### config.mk
export PLATFORM = sky130hd
export DESIGN_NAME = proc_ctrl_sequencer_flat
export DESIGN_NICKNAME = d
export VERILOG_FILES = /design/src/rtl/proc_ctrl_sequencer_if.sv /design/src/rtl/proc_ctrl_sequencer.sv /design/src/flat_wrapper.sv
export SDC_FILE = /design/constraint.sdc
export NUM_CORES = 1
export LEC_CHECK = 0
export CAP_MARGIN = 15
export CELL_PAD_IN_SITES_DETAIL_PLACEMENT = 0
export CELL_PAD_IN_SITES_GLOBAL_PLACEMENT = 1
export CORE_MARGIN = 5
export CORE_UTILIZATION = 29
export DETAILED_ROUTE_END_ITERATION = 16
export HOLD_SLACK_MARGIN = 0.08
export MAX_ROUTING_LAYER = met4
export PLACE_DENSITY_LB_ADDON = 0.1
export SLEW_MARGIN = 5
export SYNTH_ARGS = -nofsm -noshare
export SYNTH_HDL_FRONTEND = slang
export SYNTH_SLANG_ARGS = --single-unit
### constraint.sdc
create_clock -name clk -period 2.7 [get_ports clk]
set_input_delay 0.405 -clock clk [delete_from_list [all_inputs] [get_ports clk]]
set_output_delay 0.405 -clock clk [all_outputs]
set_load 0.01 [all_outputs]
### src/rtl/proc_ctrl_sequencer_if.sv
// Control/datapath handshake bundle between the instruction sequencer and the single-bus datapath.
// The master side drives run/din/g_zero; the sequencer (slave) drives the bus and load strobes.
interface proc_ctrl_sequencer_if #(
   parameter int IW   = 16,
   parameter int NREG = 8
);
   logic            run;
   logic [IW-1:0]   din;
   logic            g_zero;
   logic            ir_load;
   logic [NREG-1:0] reg_in;
   logic [NREG-1:0] reg_out;
   logic            din_out;
   logic            g_out;
   logic            a_in;
   logic            g_in;
   logic [1:0]      alu_op;
   logic            done;
   logic            illegal;

   modport master (
      output run, din, g_zero,
      input  ir_load, reg_in, reg_out, din_out, g_out, a_in, g_in, alu_op, done, illegal
   );

   modport slave (
      input  run, din, g_zero,
      output ir_load, reg_in, reg_out, din_out, g_out, a_in, g_in, alu_op, done, illegal
   );
endinterface

### src/rtl/proc_ctrl_sequencer.sv
// Opcode-dependent multi-cycle control FSM for the 8-register single-bus datapath.
// Fetch in T0, then 1 execute cycle (mv/mvi/mvnz/illegal) or 3 (add/sub/and); outputs are Moore-ish from state+IR.
module proc_ctrl_sequencer #(
   parameter int IW   = 16,
   parameter int NREG = 8
) (
   input logic                 clk,
   input logic                 reset,
   proc_ctrl_sequencer_if.slave bus
);

   typedef enum logic [1:0] {
      T0 = 2'd0,
      T1 = 2'd1,
      T2 = 2'd2,
      T3 = 2'd3
   } state_t;

   localparam logic [2:0] OP_MV   = 3'b000;
   localparam logic [2:0] OP_MVI  = 3'b001;
   localparam logic [2:0] OP_ADD  = 3'b010;
   localparam logic [2:0] OP_SUB  = 3'b011;
   localparam logic [2:0] OP_AND  = 3'b100;
   localparam logic [2:0] OP_MVNZ = 3'b101;

   state_t          r_state;
   state_t          w_next;
   logic [IW-1:0]   r_ir;
   logic [2:0]      w_rx;
   logic [2:0]      w_ry;
   logic [2:0]      w_op;
   logic            w_is_alu;
   logic [NREG-1:0] w_rx_oh;
   logic [NREG-1:0] w_ry_oh;
   logic            w_unused_ir;

   assign w_rx        = r_ir[15:13];
   assign w_ry        = r_ir[12:10];
   assign w_op        = r_ir[9:7];
   assign w_unused_ir = ^r_ir[6:0];
   assign w_is_alu    = (w_op == OP_ADD) || (w_op == OP_SUB) || (w_op == OP_AND);
   assign w_rx_oh     = NREG'(1) << w_rx;
   assign w_ry_oh     = NREG'(1) << w_ry;

   // Reset wins over the T0 fetch, so a run coinciding with reset never loads IR.
   always_ff @(posedge clk) begin
      if (reset) begin
         r_state <= T0;
         r_ir    <= '0;
      end else begin
         r_state <= w_next;
         if (r_state == T0 && bus.run) begin
            r_ir <= bus.din;
         end
      end
   end

   always_comb begin
      w_next = T0;
      case (r_state)
         T0:      w_next = bus.run ? T1 : T0;
         T1:      w_next = w_is_alu ? T2 : T0;
         T2:      w_next = T3;
         T3:      w_next = T0;
         default: w_next = T0;
      endcase
   end

   always_comb begin
      bus.ir_load = 1'b0;
      bus.reg_in  = '0;
      bus.reg_out = '0;
      bus.din_out = 1'b0;
      bus.g_out   = 1'b0;
      bus.a_in    = 1'b0;
      bus.g_in    = 1'b0;
      bus.alu_op  = 2'b00;
      bus.done    = 1'b0;
      bus.illegal = 1'b0;
      case (r_state)
         T0: bus.ir_load = bus.run;
         T1: begin
            case (w_op)
               OP_MV: begin
                  bus.reg_out = w_ry_oh;
                  bus.reg_in  = w_rx_oh;
                  bus.done    = 1'b1;
               end
               OP_MVI: begin
                  bus.din_out = 1'b1;
                  bus.reg_in  = w_rx_oh;
                  bus.done    = 1'b1;
               end
               OP_MVNZ: begin
                  if (!bus.g_zero) begin
                     bus.reg_out = w_ry_oh;
                     bus.reg_in  = w_rx_oh;
                  end
                  bus.done = 1'b1;
               end
               OP_ADD, OP_SUB, OP_AND: begin
                  bus.reg_out = w_rx_oh;
                  bus.a_in    = 1'b1;
               end
               default: begin
                  bus.done    = 1'b1;
                  bus.illegal = 1'b1;
               end
            endcase
         end
         T2: begin
            bus.reg_out = w_ry_oh;
            bus.g_in    = 1'b1;
            case (w_op)
               OP_SUB:  bus.alu_op = 2'b01;
               OP_AND:  bus.alu_op = 2'b10;
               default: bus.alu_op = 2'b00;
            endcase
         end
         T3: begin
            bus.g_out  = 1'b1;
            bus.reg_in = w_rx_oh;
            bus.done   = 1'b1;
         end
         default: ;
      endcase
   end

endmodule

### src/flat_wrapper.sv
// flat-port wrapper written by rule: the top's interface ports become plain ports
module proc_ctrl_sequencer_flat 
#(
   parameter int IW   = 16,
   parameter int NREG = 8
)
  (clk, reset, bus_run, bus_din, bus_g_zero, bus_ir_load, bus_reg_in, bus_reg_out, bus_din_out, bus_g_out, bus_a_in, bus_g_in, bus_alu_op, bus_done, bus_illegal);
  proc_ctrl_sequencer_if #(.IW(IW), .NREG(NREG)) bus_i ();
  input logic clk;
  input logic reset;
  input wire logic [$bits(bus_i.run)-1:0] bus_run;
  input wire logic [$bits(bus_i.din)-1:0] bus_din;
  input wire logic [$bits(bus_i.g_zero)-1:0] bus_g_zero;
  output wire logic [$bits(bus_i.ir_load)-1:0] bus_ir_load;
  output wire logic [$bits(bus_i.reg_in)-1:0] bus_reg_in;
  output wire logic [$bits(bus_i.reg_out)-1:0] bus_reg_out;
  output wire logic [$bits(bus_i.din_out)-1:0] bus_din_out;
  output wire logic [$bits(bus_i.g_out)-1:0] bus_g_out;
  output wire logic [$bits(bus_i.a_in)-1:0] bus_a_in;
  output wire logic [$bits(bus_i.g_in)-1:0] bus_g_in;
  output wire logic [$bits(bus_i.alu_op)-1:0] bus_alu_op;
  output wire logic [$bits(bus_i.done)-1:0] bus_done;
  output wire logic [$bits(bus_i.illegal)-1:0] bus_illegal;
  assign bus_i.run = bus_run;
  assign bus_i.din = bus_din;
  assign bus_i.g_zero = bus_g_zero;
  assign bus_ir_load = bus_i.ir_load;
  assign bus_reg_in = bus_i.reg_in;
  assign bus_reg_out = bus_i.reg_out;
  assign bus_din_out = bus_i.din_out;
  assign bus_g_out = bus_i.g_out;
  assign bus_a_in = bus_i.a_in;
  assign bus_g_in = bus_i.g_in;
  assign bus_alu_op = bus_i.alu_op;
  assign bus_done = bus_i.done;
  assign bus_illegal = bus_i.illegal;
  proc_ctrl_sequencer #(.IW(IW), .NREG(NREG)) u_core (.clk(clk), .reset(reset), .bus(bus_i));
endmodule
==> CHANGELOG.md, run 1 <==
### Implementation results

* Total global routing overflow at 0
* Port buffer count at 37
* Post-synth ARST share at 0
* Initial Utilization at 0.306
* Maximum clock rate at 386 MHz
* Post-placement cell count at 171
* Top cell excl fill/tap: clkdlybuf4s50_1
* Number of resized instances in the post-cts repair step at 3
* Worst-Margin Slew at 407 ps
* Reg2reg setup slack at 1350 ps
* Most common logic cells in the final layout: clkdlybuf4s50_1, nand2_1, dfxtp_1
* Sum of met3 wire segment lengths after detailed routing at 75 um
* Fraction of the mapped netlist area in adder cells at 0.0729
* Floorplan die height at 64.4 um
* Leakage dissipation at 0.520 nW
* H-tree depth at 1
* Final setup viols at 0
* Clock tree from TritonCTS: built
* Total stage count of the critical path at 5
* Portion of synthesized cell area occupied by the leading cell type at 0.257
* Main logic family: AND-OR/OR-AND gates
* Highest net fanout along the worst path at 6
* Top post-synthesis cells by count: nand2_1, dfxtp_1, a21oi_1
* Most frequent cell after synthesis: nand2_1
* Final worst hold slack at 485 ps
* Total power draw at 0.000401 W
* Detailed-routing wirelength on met1 at 1110 um
* Wire length of the first global-routing pass at 3880 um
* Total count of hold-check failures in the final report at 0
* Detailed router's first-iteration violation count at 20
* Horiz. Die Dim at 64.4 um
* Count of flip-flops with a built-in enable after synthesis at 0
* Routability cong. at 0.772
* Max rail drop VDD at 0.000260 V
* Fraction of the yosys area taken by sequential cells at 0.257
* Tcrit/Tclk final at 0.960
* Number of synthesized register bits at 11
* CP Data Arrival Time at 2190 ps
* Routed WL at 2370 um
* Hold Crit Class: reg -> reg
* Post-placement cell area at 1290 um^2
* Total clock buffers created by CTS at 3
* WHS Endpoint: u_core.r_ir[11]
* Dominant cell type by area after synthesis: dfxtp_1
* Endpoint of the lowest-slack register-to-register path: u_core.r_ir[7]
* Share of final-layout standard cells stronger than drive strength 1 at 0.132
* Max-slew violation count at 0
* Maximum number of pins on one net before global-route repair at 12
* Placement-stage worst setup slack at 119 ps
* Number of hold-repair buffers added at the cts stage at 0
* DR vias/cell at 5.09
* Sum of negative setup slack at 0 ps
* Gate count of the mapped netlist at 100
* Count of inserted antenna diode cells at 0
* Cell with the biggest individual delay on the critical path: clkdlybuf4s50_1
* Die outline area at 4150 um^2
* Max-cap violations at 0
* Fin worst setup slack at 108 ps
* TritonRoute pass-1 iters at 4
* Capturing element type of the critical path: output port
* Power per standard cell area at 296 nW/um^2
* Crit path cell chain: inv_1 -> ha_4 -> o2111ai_1 -> o32ai_1 -> clkdlybuf4s50_1
* Number of clock sinks at 11
* Yosys stat chip area at 858 um^2
* Run status: complete, no violations
* Yosys aoi share at 0.364
* Cell at the root of the clock tree: clkbuf_4
* Count of synthesis-stage warnings from yosys at 0
* Cell depth of the worst min-delay path at 2
* Yosys xor share at 0
* Clock-pin slew on the worst setup and hold paths at 70 ps
* Worst skew pair latency at 260 ps
* Remaining max-slew budget at the tightest pin at 0.728
* Remaining antenna violation count at 0
* Setup crit end: bus_reg_out[4]
* Detailed Place HPWL at 1960 um
* Mean post-synth cell area at 8.58 um^2
[run 1: layer usage]
layer / vias up / global-route usage
met2: 19 / 0.204
li1: 461 / -
met5: - / -
met4: 0 / 0.0422
met3: 2 / 0.0123
met1: 408 / 0.142
[run 1: area by class of cell]
type                    count  area (um^2)  area share
clock buffers               4         26.3      0.0194
inverters                   7         26.3      0.0194
multi-input cells          81          633       0.468
flip-flops and latches     11          220       0.163
well taps                  31         38.8      0.0287
repair buffers             41          409       0.302
[run 1: power by group]
part           internal (W)  switching (W)
Sequential         0.000172      0.0000181
Combinational     0.0000556      0.0000491
Clock             0.0000570      0.0000495
[run 1: sequential cells by signal (all words and copies together), names as in the netlist, named ones only]
signal	flops
u_core.r_ir	9
u_core.r_state	1
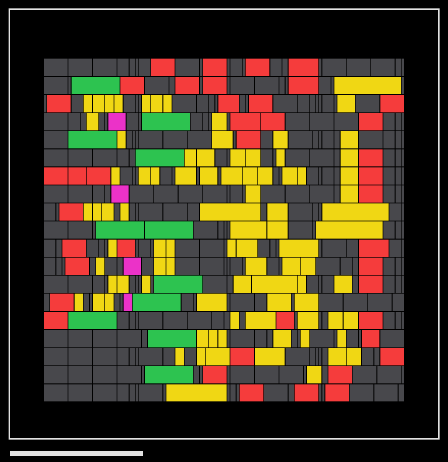
**Above:** run 1 (cells colored by class).
Scale bar: 20 um. Fill, decap, tap and diode cells in gray.
Yellow shows combinational and other logic, cells 88. Green shows flops, cells 11. Magenta shows clock drivers and dummy loads, cells 4. Red shows other buffers and delay cells, cells 41.
total number of placement rows: 19
placeable core region: 2810 um^2
sequential share of cell area: 0.163
Layout Cell Area excl Fill: 1350 um^2
fraction of the core area covered by cells at the end of the flow: 0.483

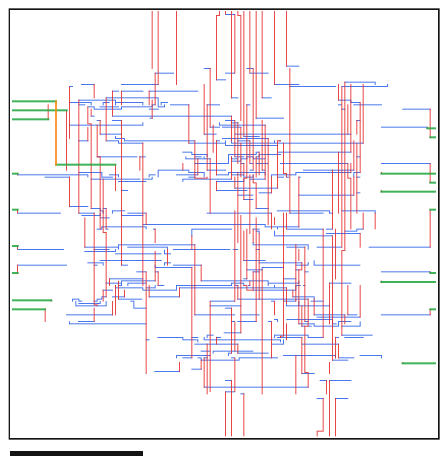
**Above:** run 1 (routed metal, one color a layer).
Scale bar: 20 um.
Orange shows metal 4, wire length 9.50 um. Red shows metal 2, wire length 1,180 um. Green shows metal 3, wire length 75.7 um. Blue shows metal 1, wire length 1,110 um.
post-DR wirelength/cell: 13.5 um
via count: 890

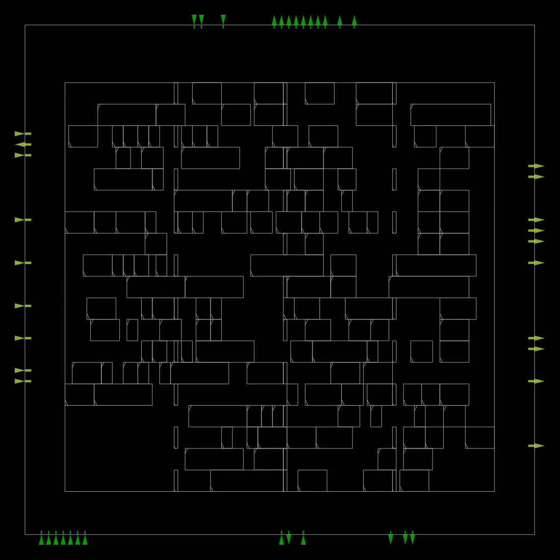
**Above:** run 1 (cell placement).
flop count: 11
Post-Layout Cell Count: 175
tap cell count: 31
filler instances: 284

--- run 2 (diff from run 1) ---
--- a/config.mk
+++ b/config.mk
@@ -10,6 +10,7 @@
 export CELL_PAD_IN_SITES_GLOBAL_PLACEMENT = 1
 export CORE_MARGIN = 5
 export CORE_UTILIZATION = 29
+export CTS_CLUSTER_SIZE = 25
 export DETAILED_ROUTE_END_ITERATION = 16
 export HOLD_SLACK_MARGIN = 0.08
 export MAX_ROUTING_LAYER = met4
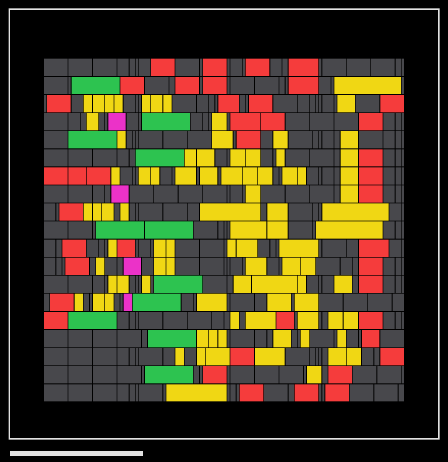
**Above:** run 2 (cells colored by class).
Scale bar: 20 um. Fill, decap, tap and diode cells in gray.
Magenta shows clock drivers and dummy loads, cells 4. Red shows other buffers and delay cells, cells 41. Green shows flops, cells 11. Yellow shows combinational and other logic, cells 88.

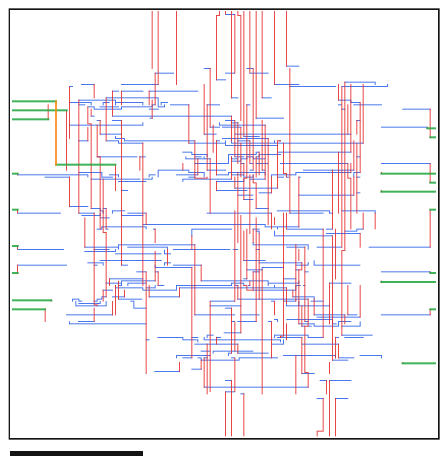
**Above:** run 2 (routed metal, one color a layer).
Scale bar: 20 um.
Red shows metal 2, wire length 1,180 um. Green shows metal 3, wire length 75.7 um. Orange shows metal 4, wire length 9.50 um. Blue shows metal 1, wire length 1,110 um.
Routed WL: 2370 um
global-route usage over all layers: 0.118

==> run 2 against run 1 <==
Maximum frequency did not move; wire length stayed put; via count stayed put; total power is the same; synthesized area is the same; cell count did not move; combinational power barely moved; clock skew is the same; largest cell class unchanged; highest routed layer unchanged.
==> CHANGELOG.md, run 2 <==
### Implementation results

* Run status: complete, no violations
* Detailed Place HPWL at 1960 um (unchanged)
* Flip-flop count of the largest register after layout at 9 (unchanged)
* Layout Cell Area excl Fill at 1350 um^2 (unchanged)
* Clkbuf count at 4 (unchanged)
* Count of inserted antenna diode cells at 0 (unchanged)
* Wire length of the first global-routing pass at 3880 um (unchanged)
* Setup crit end: bus_reg_out[4]
* Top post-synthesis cells by count: nand2_1, dfxtp_1, a21oi_1
* Met3 usage in global routing at 0.0123 (unchanged)
* Worst skew pair latency at 260 ps (about the same)
* Register name with the most flops: u_core.r_ir
* Sequential share of cell area at 0.163 (unchanged)
* Max-cap violations at 0 (unchanged)
* Endpoint of the lowest-slack register-to-register path: u_core.r_ir[7]
* Placement-stage worst setup slack at 119 ps (unchanged)
* CP Data Arrival Time at 2190 ps (about the same)
* Post-placement cell area at 1290 um^2 (unchanged)
* Horiz. Die Dim at 64.4 um (unchanged)
* Final clock-cell share at 0.0194 (unchanged)
* Post-Layout Cell Count at 175 (unchanged)
* Max rail drop VDD at 0.000260 V (unchanged)
* Cell with the biggest individual delay on the critical path: clkdlybuf4s50_1
* Mean post-synth cell area at 8.58 um^2 (unchanged)
* Clock-pin slew on the worst setup and hold paths at 70 ps (about the same)
* Met2 Resource Use GR at 0.204 (unchanged)
* Total global routing overflow at 0 (unchanged)
* Total number of placement rows at 19 (unchanged)
* Filler instances at 284 (unchanged)
* GRT Max-Usage Layer: met2
* Hold Crit Class: reg -> reg
* Met1 track demand over resource in global routing at 0.142 (unchanged)
* Floorplan die height at 64.4 um (unchanged)
* Number of clock sinks at 11 (unchanged)
* Maximum number of pins on one net before global-route repair at 12 (unchanged)
* Biggest regs: u_core.r_ir (9), u_core.r_state (1)
* Non-clock inverter total of the final layout at 7 (unchanged)
* Final worst hold slack at 485 ps (unchanged)
* MI comb cells at 81 (unchanged)
* Highest net fanout along the worst path at 6 (unchanged)
* Initial Utilization at 0.306 (unchanged)
* Post-synth ARST share at 0 (unchanged)
* Total clock buffers created by CTS at 3 (unchanged)
* Gate count of the mapped netlist at 100 (unchanged)
* Portion of synthesized cell area occupied by the leading cell type at 0.257 (unchanged)
* Die outline area at 4150 um^2 (unchanged)
* DR vias/cell at 5.09 (unchanged)
* Most frequent cell after synthesis: nand2_1
* Placeable core region at 2810 um^2 (unchanged)
* Capturing element type of the critical path: output port
* Power per standard cell area at 296 nW/um^2 (unchanged)
* Detailed-routing wirelength on met1 at 1110 um (unchanged)
* Cell at the root of the clock tree: clkbuf_4
* MI comb area at 633 um^2 (unchanged)
* Port buffer count at 37 (unchanged)
* Worst-Margin Slew at 407 ps (unchanged)
* Total stage count of the critical path at 5 (unchanged)
* Sequential cell area at 220 um^2 (unchanged)
* Top cell excl fill/tap: clkdlybuf4s50_1
* Cell kind with the greatest summed area: combinational gates
run 2: cell counts after synthesis:
Identical to the previous run, type by type.
run 2: where the power goes:
group / switching (W) / total, W / leakage, nW / internal (W)
clock network: 0.0000495 / 0.000107 / 0.0150 / 0.0000570
registers: 0.0000181 / 0.000190 / 0.0903 / 0.000172
logic: 0.0000491 / 0.000105 / 0.415 / 0.0000556
total: 0.000117 / 0.000401 / 0.520 / 0.000284
run 2: kinds of logic after synthesis:
kind of cell | after synthesis | synth area share
and+or+nand+nor | 40 | 0.259
AOI/OAI and AO/OA | 35 | 0.364
DFF | 11 | 0.257
buffers and inverters | 8 | 0.0350
adders and majority gates | 5 | 0.0729
muxes | 1 | 0.0117
run 2: repair_timing:
item	CTS	global route
buffers inserted	0	0
cloned	0	0
gates resized	3	6
endpoints found under the setup margin	2	5
--- run 3 (diff from run 2) ---
--- a/config.mk
+++ b/config.mk
@@ -9,9 +9,10 @@
 export CELL_PAD_IN_SITES_DETAIL_PLACEMENT = 0
 export CELL_PAD_IN_SITES_GLOBAL_PLACEMENT = 1
 export CORE_MARGIN = 5
-export CORE_UTILIZATION = 29
+export CORE_UTILIZATION = 45
 export CTS_CLUSTER_SIZE = 25
 export DETAILED_ROUTE_END_ITERATION = 16
+export DONT_BUFFER_PORTS = 1
 export HOLD_SLACK_MARGIN = 0.08
 export MAX_ROUTING_LAYER = met4
 export PLACE_DENSITY_LB_ADDON = 0.1
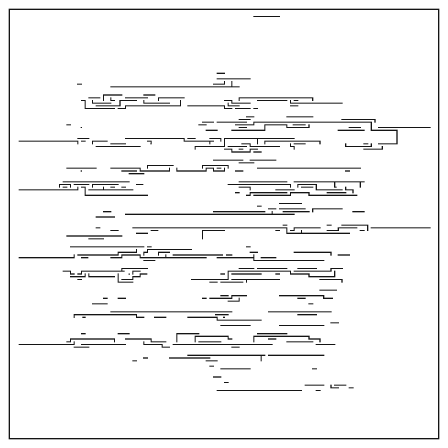
**Above:** run 3 (signal wires on met1).
The wires run mostly horizontal. The layer holds 45% of the routed length. 106 nets have wire on it.
Routed WL: 1960 um
via count: 737

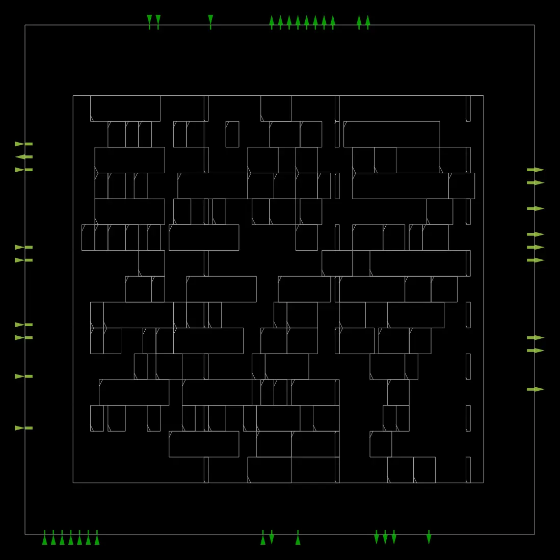
**Above:** run 3 (cell placement).
sequential share of cell area: 0.241
tap cell count: 25
placeable core region: 1760 um^2
Post-Layout Cell Count: 128
filler instances: 191

==> run 3 against run 2 <==
Final area down 33%; clock power about the same; clock skew down 1.9 ps; core utilization up 3.4 points; die size down 31%; register-to-register slack worse by 310 ps; total power down 9.9%; via count down 17%; wire length down 17%; largest cell class unchanged; largest power group unchanged; highest routed layer unchanged.
==> CHANGELOG.md, run 3 <==
### Implementation results

* Vias in the first global route at 734
* Die outline area at 2880 um^2 (-31%)
* Data required time of the worst path at 2300 ps
* Worst-Margin Slew at 451 ps (+44.0 ps)
* Fin worst setup slack at 423 ps
* Total clock buffers created by CTS at 3 (unchanged)
* Biggest regs: u_core.r_ir (9), u_core.r_state (1)
* Number of warnings in the stage logs at 37
* Flip-flop count of the largest register after layout at 9 (unchanged)
* Max rail drop VDD at 0.000315 V (+21%)
* Post-DR wirelength/cell at 15.3 um
* Origin of the worst min-delay path: reset
* Mean post-synth cell area at 8.58 um^2 (unchanged)
* Cell with the biggest individual delay on the critical path: or3b_2
* Antenna violations before repair at 0
* Total global routing overflow at 0 (unchanged)
* Main logic family: AND-OR/OR-AND gates
* Highest-power group: sequential cells
* Yosys xor share at 0 (unchanged)
* Global-route usage over all layers at 0.151 (+0.0330)
* Highest net fanout along the worst path at 6 (unchanged)
* Crit path cell chain: inv_1 -> ha_1 -> or3b_2 -> o32ai_1
* Hold Crit Class: in -> reg
* Yosys stat chip area at 858 um^2
* Max-slew violation count at 0
* Fraction of the mapped netlist area in adder cells at 0.0729 (unchanged)
* Clock-pin slew on the worst setup and hold paths at 60 ps (about the same)
* Remaining antenna violation count at 0
* Count of distinct cell types in the synthesized netlist at 33
* Max-cap violations at 0 (unchanged)
* Number of hold-repair buffers added at the cts stage at 0
* Register name with the most flops: u_core.r_ir
* Worst R2R Start: u_core.r_state[0]
* Fraction of the core area covered by cells at the end of the flow at 0.517
* Leakage dissipation at 0.290 nW
* Area added between synthesis and finish at 6.27%
* Startpoint-to-endpoint class of the critical path: reg -> out
* Routability cong. at 0.875
* Layout Cell Area excl Fill at 912 um^2 (-33%)
* Cell at the root of the clock tree: clkbuf_4
* Slowest stage delay, CP at 480 ps
* Count of inserted antenna diode cells at 0 (unchanged)
* Total number of placement rows at 15 (-4)
* Port buffer count at 0 (-100%)
* Dominant cell type by area after synthesis: dfxtp_1
* Horiz. Die Dim at 53.7 um (-17%)
* Total length of routed met2 wires at 947 um
* Path depth of the worst reg2reg path at 6
* Final worst hold slack at 207 ps (-277 ps)
* Power dissipated in combinational cells at 0.0000669 W (-36%)
* Maximum number of pins on one net before global-route repair at 12 (unchanged)
* GRT Max-Usage Layer: met2
* Count of flip-flops with a built-in enable after synthesis at 0
* RSZ-0062 raised after global routing: false
* Share of final-layout standard cells stronger than drive strength 1 at 0.117
* Detailed router's first-iteration violation count at 7
* Final setup viols at 0
* Gate count of the mapped netlist at 100 (unchanged)
* Yosys aoi share at 0.364 (unchanged)
* Largest cells by area after synthesis: dfxtp_1, a2111oi_4, nand2_1
* Total count of hold-check failures in the final report at 0
* Post-synth ARST share at 0 (unchanged)
* Clock Path Buffers at 2
* Clk. pwr at 0.000105 W (about the same)
* TritonRoute pass-1 iters at 4
* Sum of negative setup slack at 0 ps
* Floorplan die height at 53.7 um (-17%)
* Number of clock sinks at 11 (unchanged)
* H-tree depth at 1
* Cell area after synthesis at 858 um^2
* Sum of met3 wire segment lengths after detailed routing at 128 um
* Seq pwr at 0.000189 W (about the same)
* Detailed Place HPWL at 1580 um (-19%)
* DR vias/cell at 5.76 (+13%)
* Basic-gate share of the synthesized area counting and, or, nand and nor cells at 0.259 (unchanged)
* Final period demand of the worst path at 2280 ps
* Number of remaining DRC errors at 0
* Post-placement cell count at 124
* Maximum clock rate at 439 MHz
* Met3 usage in global routing at 0.0388 (+0.0265)
* Clock group share of total power at 0.291 (+0.025)
* Top cell excl fill/tap: nand2_1
* Most frequent cell after synthesis: nand2_1
* Count of instantiated cells in the yosys netlist at 100
* Floorplan net count at 125
* Worst skew pair latency at 260 ps (about the same)
* Met1 track demand over resource in global routing at 0.179 (+0.0373)
* Run status: complete, no violations
* Detailed-routing wirelength on met1 at 875 um (-21%)
* Internal power at 0.000255 W (-10%)
* CP Data Arrival Time at 1870 ps (-320 ps)
* Type of origin of the critical path: flip-flop
* Post-placement cell area at 886 um^2 (-32%)
* Capturing element type of the critical path: output port
* Top post-synthesis cells by count: nand2_1, dfxtp_1, a21oi_1
* Number of nets in the layout at 129
* Total power draw at 0.000361 W
* Number of resized instances in the post-cts repair step at 0 (-3)
* Share of total power consumed by net switching at 0.293 (+0.00174)
* Initial Utilization at 0.487 (+0.181)
* Multiplexer fraction of the synthesized cell area at 0.0117 (unchanged)
* Combinational Power Share at 0.185 (-0.076)
* Met2 Resource Use GR at 0.252 (+0.0484)
* Top_reg_cell synth: dfxtp_1
* Count of synthesis-stage warnings from yosys at 0
* Reg2reg setup slack at 1040 ps
* Post-CTS setup buffers at 0 (unchanged)
* Endpoint of the lowest-slack register-to-register path: u_core.r_ir[11]
* Largest delay share family, worst path: simple AND/OR/NAND/NOR gates
* Wire length of the first global-routing pass at 3260 um (-16%)
* Worst Skew at 1.50 ps
* Most common logic cells in the final layout: nand2_1, dfxtp_1, a21oi_1
* Uppermost metal layer occupied by signal nets: met4
* Clock tree from TritonCTS: built
* Placement-stage worst setup slack at 700 ps (+581 ps)
* Switching power summed over all nets at 0.000106 W (-9.4%)
* Sequential group share of total power at 0.524 (+0.051)
* WHS Endpoint: u_core.r_ir[13]
* Portion of synthesized cell area occupied by the leading cell type at 0.257 (unchanged)
* Power per standard cell area at 396 nW/um^2 (+34%)
* Buffer-and-inverter tally for the worst setup path at 1
[run 3: worst max path at each step]
stage                     cells after the start              start  slack, ps             end
final                                         4  u_core.r_state[0]        420  bus_reg_out[0]
after global routing                          5  u_core.r_state[0]        280  bus_reg_out[0]
after CTS                                     4  u_core.r_state[0]        410  bus_reg_out[2]
after floorplan                               4  u_core.r_state[0]        830  bus_reg_out[0]
after global placement                        4  u_core.r_state[0]        720  bus_reg_out[0]
after detailed placement                      4  u_core.r_state[0]        700  bus_reg_out[2]
[run 3: layout make-up]
type                    count  area [um^2]  area share
well taps                  25         31.3      0.0343
clock buffers               4         26.3      0.0288
multi-input cells          81          608       0.667
inverters                   7         26.3      0.0288
flip-flops and latches     11          220       0.241
Power and IR drop assume default switching activity.
